==> config.mk <==
export PLATFORM = sky130hd
export DESIGN_NAME = bnn_param_loader_flat
export DESIGN_NICKNAME = d
export VERILOG_FILES = /design/src/rtl/bnn_param_loader_if.sv /design/src/rtl/bnn_param_loader.sv /design/src/flat_wrapper.sv
export SDC_FILE = /design/constraint.sdc
export NUM_CORES = 1
export LEC_CHECK = 0
export CORE_ASPECT_RATIO = 1.2
export CORE_MARGIN = 2
export CORE_UTILIZATION = 49
export CTS_BUF_LIST = sky130_fd_sc_hd__clkbuf_4
export DETAILED_ROUTE_END_ITERATION = 12
export PLACE_DENSITY = 0.85
export RECOVER_POWER = 100
export SLEW_MARGIN = 40
export SYNTH_ARGS = -nofsm -noshare
export SYNTH_HDL_FRONTEND = slang
export SYNTH_SLANG_ARGS = --single-unit
==> constraint.sdc <==
create_clock -name clk -period 3.1 [get_ports clk]
set_input_delay 0.62 -clock clk [delete_from_list [all_inputs] [get_ports clk]]
set_output_delay 0.62 -clock clk [all_outputs]
set_load 0.01 [all_outputs]
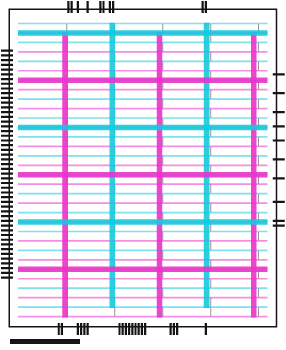
*Power grid*
Bar = 20 µm. Pins as bars on the die edge. Tap cells in grey.
cyan -> VDD
magenta -> VSS
signal pins = 88
tap cells = 82
met4 straps = 5
met5 straps = 6
rows = 31
core region area: 0.00605 mm²
chip width: 76.4 µm
peak supply drop: 448 µV
Die Span Y: 90.9 µm

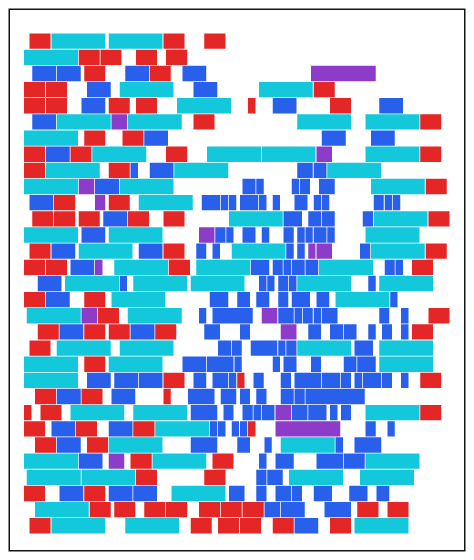
*Placed cells, one colour a class*
cyan -> registers  # cells 68, share of their area 42%
red -> remaining buffers and delay cells  # cells 91, share of their area 22%
blue -> remaining logic cells  # cells 183, share of their area 33%
purple -> clock drivers and dummy loads  # cells 15, share of their area 3.6%
Util after Layout: 68.8%
row cnt: 31
Seq area share: 40.9%
final instance area: 0.00416 mm²

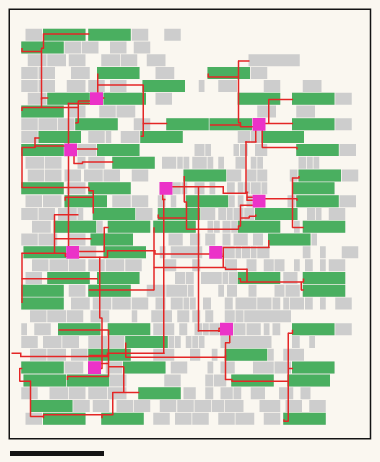
*Clock distribution*
Bar = 20 µm.
green -> flip-flops  # count 68
red -> clock wires  # length 839 µm
magenta -> clock-net drivers  # count 9
routed clock nets = 10
Clock group: 0.625 mW
Clock Latency Late Sink: 420 ps

==> CHANGELOG.md <==
## Flow update

- Outcome: complete, but fails checks
- Violations in the final reports: max-capacitance violations, max-slew violations
- Placed cells: about 420
- Total track usage: 22.0%
- Top logic family: multiplexers
- Post-detail-place hpwl: between 5000 and 6000 µm
- Post-route non-filler standard cell count: 439
- GP Congestion: roughly 0.92
- Gr busiest metal: met2
- Final hold viol count: 0
- Synth-to-Final Area Change: 34.9%
- Crit path max-delay family: AND-OR/OR-AND gates
- Maxcap violations: 1
- Flop Count: around 68
- CP arrival: just under 3000 ps
- CTS H-Tree Depth: 3
- Hold Slack: 466 ps
- Ports: ~88
- Synthesized area per cell: roughly 12 µm²
- Warnings from Yosys: 0
- Clk cell area share: 3.55%
- Complex Gates by Area: 10.8%
- Synth Net Count: about 300
- Top cell area share: between 50 and 60%
- Routed Antenna Nets: 0
- Max stage delay on crit path: around 440 ps
- Vias per cell: 5.47
- WP buf/inv: 1
- Buffering overhead: a little over a fifth
- WL per Instance: ~16 µm
- Comb. pwr: ~0.88 mW
- CTS max path bufs: 2
- Clock power share: between 20% and 30%
- Slew Limit Fails: 35
- Design Power: ~2.7 mW
- Basic Gates by Area: roughly 11%
- Initial DRC count: about 170
- Switch Pwr: 0.793 mW
- First-pass GRT wire length: about 12000 µm
- Global route total overflow: 0
- DP Area: 0.00405 mm²
- Logic pwr share: between 30% and 40%
- Internal power: about 1.9 mW
- Peak Freq: between 300 and 400 MHz
- Worst slack, placed: ~590 ps
- Crit path cell chain: inv_1 > ha_1 > or3_1 > a2111oi_4 > nand3_1 > a221oi_1 > o22ai_1
- EDFF count, synth: 0
- Hold Path Stages: 1
- Seq. pwr: roughly 1.2 mW
- Total area of sequential cells: around 0.0017 mm²
- Max reg flops: 25
- Inverter count: 15
- R2R cell count: 7
- Worst Path Max Fanout: 8
- M1 GR Usage: around a quarter
- Worst setup margin: approximately 430 ps
- M1 WL: about 2800 µm
- Mapped Area: between 0.003 and 0.004 mm²
- Routed met3 length: 799 µm
Power is estimated from default activity; no workload was simulated.
